File: src/rtl/fsm_stim_sequencer.sv
// fsm_stim_sequencer: queues run-length commands and drives them as a gap-free serial
// bit stream into the run-detector FSM, counting its out1/out2 responses.
`default_nettype none

module fsm_stim_sequencer #(
  parameter int LEN_W  = 8,
  parameter int DEPTH  = 4,
  parameter int STAT_W = 16
) (
  input  logic              clk_i,
  input  logic              reset_n_i,
  input  logic              cmd_valid_i,
  output logic              cmd_ready_o,
  input  logic              cmd_bit_i,
  input  logic [LEN_W-1:0]  cmd_len_i,
  input  logic              flush_i,
  input  logic              clear_stats_i,
  output logic              seq_in_o,
  output logic              seq_active_o,
  output logic              seq_done_o,
  input  logic              fsm_out1_i,
  input  logic              fsm_out2_i,
  output logic [STAT_W-1:0] cnt_out1_o,
  output logic [STAT_W-1:0] cnt_out2_o,
  output logic              err_zero_len_o
);

  localparam int AW = $clog2(DEPTH);

  typedef enum logic [0:0] {
    IDLE = 1'b0,
    RUN  = 1'b1
  } state_t;

  // Each entry holds {bit, len}; pointers carry one extra wrap bit for full/empty.
  logic [LEN_W:0]     mem_q [DEPTH];
  logic [AW:0]        wr_ptr_q, rd_ptr_q;
  state_t             state_q;
  logic [LEN_W-1:0]   rem_q;
  logic               seq_in_q, seq_active_q, err_q;
  logic [STAT_W-1:0]  cnt1_q, cnt2_q;

  logic               w_empty, w_full, w_push, w_store, w_pop, w_last;
  logic [LEN_W:0]     w_head;

  assign w_empty = (wr_ptr_q == rd_ptr_q);
  assign w_full  = (wr_ptr_q[AW] != rd_ptr_q[AW]) &&
                   (wr_ptr_q[AW-1:0] == rd_ptr_q[AW-1:0]);
  assign w_push  = cmd_valid_i && !w_full && !flush_i;
  assign w_store = w_push && (cmd_len_i != '0);
  assign w_last  = (state_q == RUN) && (rem_q == LEN_W'(1));
  assign w_pop   = !flush_i && !w_empty && ((state_q == IDLE) || w_last);
  assign w_head  = mem_q[rd_ptr_q[AW-1:0]];

  always_ff @(posedge clk_i) begin
    if (w_store) begin
      mem_q[wr_ptr_q[AW-1:0]] <= {cmd_bit_i, cmd_len_i};
    end
  end

  always_ff @(posedge clk_i or negedge reset_n_i) begin
    if (!reset_n_i) begin
      wr_ptr_q <= '0;
      rd_ptr_q <= '0;
    end else if (flush_i) begin
      wr_ptr_q <= '0;
      rd_ptr_q <= '0;
    end else begin
      if (w_store) wr_ptr_q <= wr_ptr_q + (AW+1)'(1);
      if (w_pop)   rd_ptr_q <= rd_ptr_q + (AW+1)'(1);
    end
  end

  // Reload on the last bit of a run keeps back-to-back commands bubble-free.
  always_ff @(posedge clk_i or negedge reset_n_i) begin
    if (!reset_n_i) begin
      state_q      <= IDLE;
      rem_q        <= '0;
      seq_in_q     <= 1'b0;
      seq_active_q <= 1'b0;
    end else if (flush_i) begin
      state_q      <= IDLE;
      rem_q        <= '0;
      seq_in_q     <= 1'b0;
      seq_active_q <= 1'b0;
    end else if (w_pop) begin
      state_q      <= RUN;
      rem_q        <= w_head[LEN_W-1:0];
      seq_in_q     <= w_head[LEN_W];
      seq_active_q <= 1'b1;
    end else if (w_last) begin
      state_q      <= IDLE;
      rem_q        <= '0;
      seq_in_q     <= 1'b0;
      seq_active_q <= 1'b0;
    end else if (state_q == RUN) begin
      rem_q        <= rem_q - LEN_W'(1);
    end
  end

  always_ff @(posedge clk_i or negedge reset_n_i) begin
    if (!reset_n_i) begin
      cnt1_q <= '0;
      cnt2_q <= '0;
      err_q  <= 1'b0;
    end else if (clear_stats_i) begin
      cnt1_q <= '0;
      cnt2_q <= '0;
      err_q  <= 1'b0;
    end else begin
      if (fsm_out1_i && seq_active_q && (cnt1_q != '1)) cnt1_q <= cnt1_q + STAT_W'(1);
      if (fsm_out2_i && seq_active_q && (cnt2_q != '1)) cnt2_q <= cnt2_q + STAT_W'(1);
      if (w_push && (cmd_len_i == '0)) err_q <= 1'b1;
    end
  end

  assign cmd_ready_o    = !w_full;
  assign seq_in_o       = seq_in_q;
  assign seq_active_o   = seq_active_q;
  assign seq_done_o     = w_last && w_empty && !flush_i;
  assign cnt_out1_o     = cnt1_q;
  assign cnt_out2_o     = cnt2_q;
  assign err_zero_len_o = err_q;

endmodule

`default_nettype wire

File: config.mk
export PLATFORM = sky130hd
export DESIGN_NAME = fsm_stim_sequencer
export DESIGN_NICKNAME = d
export VERILOG_FILES = /design/src/rtl/fsm_stim_sequencer.sv
export SDC_FILE = /design/constraint.sdc
export NUM_CORES = 1
export LEC_CHECK = 0
export CORE_UTILIZATION = 55
export DETAILED_ROUTE_END_ITERATION = 16
export GPL_TIMING_DRIVEN = 0
export PLACE_DENSITY = 0.88
export SLEW_MARGIN = 20
export SYNTH_ARGS = -nofsm -noshare
export SYNTH_HDL_FRONTEND = slang
export SYNTH_SLANG_ARGS = --single-unit
File: constraint.sdc
create_clock -name clk_i -period 2.5 [get_ports clk_i]
set_input_delay 0.25 -clock clk_i [delete_from_list [all_inputs] [get_ports clk_i]]
set_output_delay 0.25 -clock clk_i [all_outputs]
set_load 0.03 [all_outputs]
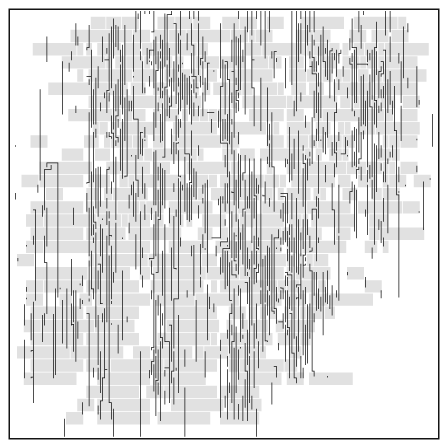
Run 1: M2 wires
Cells faint in the background.
main direction: vertical
wire length on this layer: 4150 µm
share of all routed wire: 48%
final wirelength: 8590 µm
M2 GR Usage: 37.1%

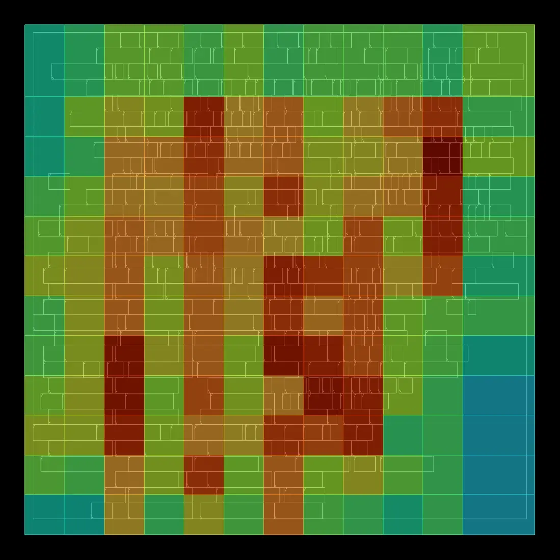
Run 1: congestion heat map
fin util: 68.7%
Tot GR Track Use: 24.3%

==> GITHUB_STEP_SUMMARY, run 1 <==
### Metrics collected by this job

| Metric | Value |
|---|---|
| WS Path Type | `register to primary output` |
| Placed Area | `0.00476 mm²` |
| Wire length on met2 | `4150 µm` |
| Hold Fails Final Rpt | `0` |
| Mux area share | `6.72%` |
| Asr flop ratio synth | `57.6%` |
| DR vias/cell | `5.88` |
| Final setup vio count | `0` |
| Worst setup EP type | `primary output` |
| Final Max Slew Viols | `0` |
| R2R Setup Slk | `0.25 ns` |
| FA/HA/MAJ Cells, Area Fraction | `2.75%` |
| HPWL Detailed | `6090 µm` |
| P per Cell Area | `726 mW/mm²` |
| Top logic family | `simple AND/OR/NAND/NOR gates` |
| Ys flops | `85` |
| CTS tree | `yes` |
| Syn Inst Count | `344` |
| Total power draw | `3.60 mW` |
| Arrival time at the worst endpoint | `2.12 ns` |
| Final GP Congestion | `0.884` |
| Highest routing layer actually used | `met4` |
| Hold endpoint | `cnt_out2_o[5]` |
| Clock buffer depth | `2` |
| Fin crit period | `2.37 ns` |
| CP Cell Sequence | `or3_4, or4_4, nor3_2, buf_4` |
| Distinct lib cells | `59` |
| Total gr overflow | `0` |
| Crit path DRT | `2.25 ns` |
| Reg2reg path depth | `5` |
| Ao+oa area frac | `8.06%` |
| Met3 usage | `5.60%` |
| First-pass GRT wire length | `14200 µm` |
| Hold buffers post-CTS | `1` |
| Initial Util | `56.8%` |
| Setup repair after global routing missed its margin | `no` |
| IO buf count | `51` |
| Die Size | `0.00780 mm²` |
| Die Height | `88.3 µm` |
| Clk slew on worst S/H paths | `0.08 ns` |
| Syn nets | `369` |
| Busiest layer in global routing | `met2` |
| Drc violations | `0` |
| Num CTS Buffers | `9` |
| Tool warnings | `30` |
| Worst slew pin tran | `0.790 ns` |
| Cell with the most instances after synthesis | `dfrtp_1` |
| Fin nets | `434` |
| WHS Path Cells | `3` |
| Post-synth top cells | `49 x dfrtp_1, 38 x nor2_1, 36 x edfxtp_1` |
| CTS Sinks | `85` |
| Buf/Inv on CP | `1` |
| Worst IR Drop VDD | `574 µV` |
| Max-area cell share | `29.9%` |
| Crit path depth | `4` |
| Status | `finished clean` |
| Antenna violations before repair | `0` |
| Worst-path fanout max | `7` |
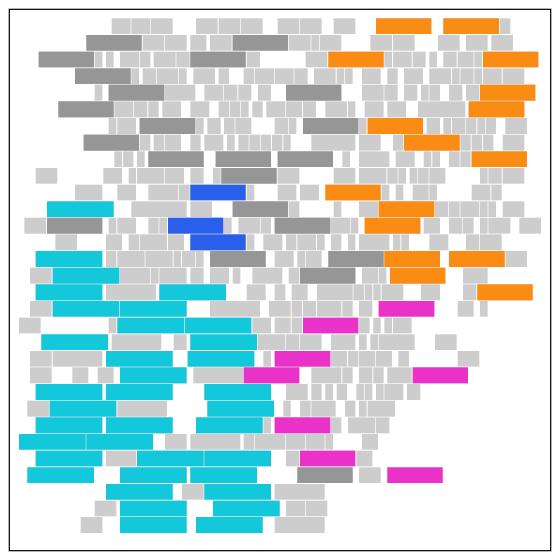
Run 1: where the registers sit
legend:
  wr_ptr_q:
    color: blue
    sequential_cells: 3
  cnt_out2_o:
    color: orange
    sequential_cells: 16
  mem_q:
    color: cyan
    sequential_cells: 36
  rem_q:
    color: magenta
    sequential_cells: 8
not colored: 22

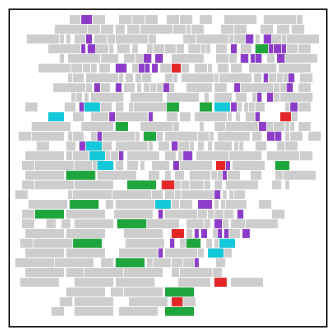
Run 1: selected gate families
legend:
  NAND gates:
    color: purple
    cells: 59
  adder and majority cells:
    color: cyan
    cells: 9
  AND-OR and OR-AND gates:
    color: red
    cells: 7
  multiplexers:
    color: green
    cells: 16

## run 1: power by group
part,leakage (nW),switching (mW),internal [mW]
Sequential,1.00,0.129,1.57
Combinational,0.809,0.582,0.458
Clock,0.0874,0.505,0.363
## run 1: kinds of logic (layout without fill, tap and decap cells)
family | count (synthesis) | in the layout
multiplexers | 16 | 16
flip-flops | 85 | 85
adder cells (fa/ha/maj) | 9 | 9
XOR/XNOR | 25 | 25
AND-OR/OR-AND | 47 | 47
AND/OR/NAND/NOR | 144 | 144
buffers and inverters | 18 | 88
## run 1: flip-flops by register name, indices dropped and copies added, names as in the netlist
signal and flops:
rd_ptr_q 3, seq_active_o 1, wr_ptr_q 3, cnt_out1_o 16, cnt_out2_o 16, seq_in_o 1, mem_q 36, err_zero_len_o 1
rem_q 8
## run 1: cell type report
class,count,area (µm²)
inverters,9,33.8
repair buffers,54,541
multi-input cells,241,1740
clock inverters,7,47.5
clock buffers,9,124
fillers,510,2250
well taps,99,124
plain buffers,9,41.3
flip-flops and latches,85,2310
## run 1: metrics by stage
stage               setup slack (ns)  cells  setup TNS (ns)
floorplan                      0.235    344               0
global placement              -0.358    494          -17.58
detailed placement            -0.185    496           -4.96
CTS                           0.0361    513               0
global route                 0.00279    513               0
finish                         0.129    513               0
## run 1: cell usage in the layout (no fill, tap or decap), types with 7 or more instances in the layout
cell / Yosys / layout
dfrtp_1: 49 / 49
clkdlybuf4s50_1: 0 / 49
nor2_1: 38 / 38
edfxtp_1: 36 / 36
nand3_1: 21 / 21
nand2_1: 21 / 21
xnor2_1: 13 / 13
xor2_1: 12 / 12
a21oi_1: 12 / 12
nand4_1: 10 / 10
nor3_1: 11 / 10
inv_1: 9 / 9
mux4_2: 9 / 9
ha_1: 9 / 9
clkbuf_8: 0 / 9
nor4_1: 7 / 7
o21ai_0: 7 / 7
==> inputs of run 2 (changes only) <==
- ABC_CLOCK_PERIOD_IN_PS: unset -> 2500
- CORE_MARGIN: unset -> 2
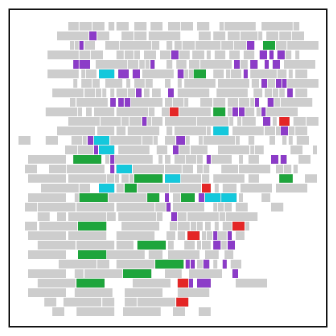
Run 2: selected gate families
legend:
  multiplexers:
    color: green
    cells: 16
  adder and majority cells:
    color: cyan
    cells: 9
  AND-OR and OR-AND gates:
    color: red
    cells: 7
  NAND gates:
    color: purple
    cells: 59
most numerous logic cell after layout: clkdlybuf4s50_1
non-filler instance count after layout: 513
logic share of the area: 34.8%

==> GITHUB_STEP_SUMMARY, run 2 <==
### Metrics collected by this job

| Metric | Value |
|---|---|
| Num CTS Buffers | `9` |
| Top logic family | `simple AND/OR/NAND/NOR gates` |
| Final setup TNS | `0 ns` |
| Clock buffer depth | `2` |
| Total gr overflow | `0` |
| Die Height | `90.3 µm` |
| CTS tree | `yes` |
| Final setup vio count | `0` |
| Tot GR Track Use | `22.9%` |
| Largest register FFs | `36` |
| Antenna violations before repair | `0` |
| HPWL Detailed | `6160 µm` |
| Highest routing layer actually used | `met4` |
| Asr flop ratio synth | `57.6%` |
| First-pass GRT wire length | `15100 µm` |
| WHS Path Cells | `3` |
| Fin nets | `434` |
| Worst slew pin tran | `0.778 ns` |
| Reg2reg path depth | `5` |
| M2 GR Usage | `37.7%` |
| Initial Util | `56.5%` |
| Total power draw | `3.72 mW` |
| Clk slew on worst S/H paths | `0.10 ns` |
| Hold endpoint | `cnt_out2_o[5]` |
| Hold Fails Final Rpt | `0` |
| Setup repair after global routing missed its margin | `no` |
| Worst-path fanout max | `7` |
| Status | `finished clean` |
| Distinct lib cells | `59` |
| Busiest layer in global routing | `met2` |
| Hold buffers post-CTS | `1` |
| Syn Inst Count | `344` |
| IO buf count | `51` |
| CTS Sinks | `85` |
| Wire length on met2 | `4330 µm` |
| P per Cell Area | `746 mW/mm²` |
| DP Cell Count | `496` |
| Syn nets | `369` |
| Met3 usage | `4.42%` |
run 2: cell counts after synthesis:
Identical to the previous run, type by type.
run 2: report_power, final:
group          total [mW]  internal [mW]  switching, mW
Combinational        1.05          0.458          0.591
Clock               0.978          0.397          0.581
Sequential           1.69           1.57          0.124
Total                3.72           2.42           1.30
run 2: worst max path at each step:
stage / startpoint / cells after the start / end
6_report: rem_q[4] / 4 / seq_done_o
5_1_grt: rem_q[4] / 4 / seq_done_o
4_1_cts: rem_q[4] / 4 / seq_done_o
3_5_place_dp: cmd_len_i[6] / 5 / mem_q[2][4]
3_3_place_gp: flush_i / 4 / mem_q[3][8]
2_1_floorplan: rem_q[4] / 3 / seq_done_o
run 2: per-stage QoR:
| step | utilization, % | hold slack (ns) | worst slack [ns] |
|---|---|---|---|
| 6_report | 68.7 | 0.340 | 0.128 |
| 5_1_grt | 68.7 | 0.386 | 0.0404 |
| 4_1_cts | 68.5 | 0.340 | 0.0219 |
| 3_5_place_dp | 65.6 | 0.239 | -0.184 |
| 3_3_place_gp | 65.3 | 0.488 | -0.287 |
| 2_1_floorplan | - | -0.0456 | 0.235 |
run 2: worst max-delay path, cell delays in order (launching register included):
cell and delay (ns):
dfrtp_2 0.46, or3_4 0.41, or4_4 0.57, nor3_2 0.13, buf_4 0.18
run 2: cell type report:
type / instances / area [µm²] / share of cell area (%)
well taps: 99 / 124 / 2.49
clock inverters: 7 / 76.3 / 1.53
clock buffers: 9 / 124 / 2.49
plain buffers: 9 / 41.3 / 0.829
inverters: 9 / 33.8 / 0.678
repair buffers: 54 / 541 / 10.9
flip-flops and latches: 85 / 2310 / 46.3
multi-input cells: 241 / 1730 / 34.8
Power and IR drop assume default switching activity.
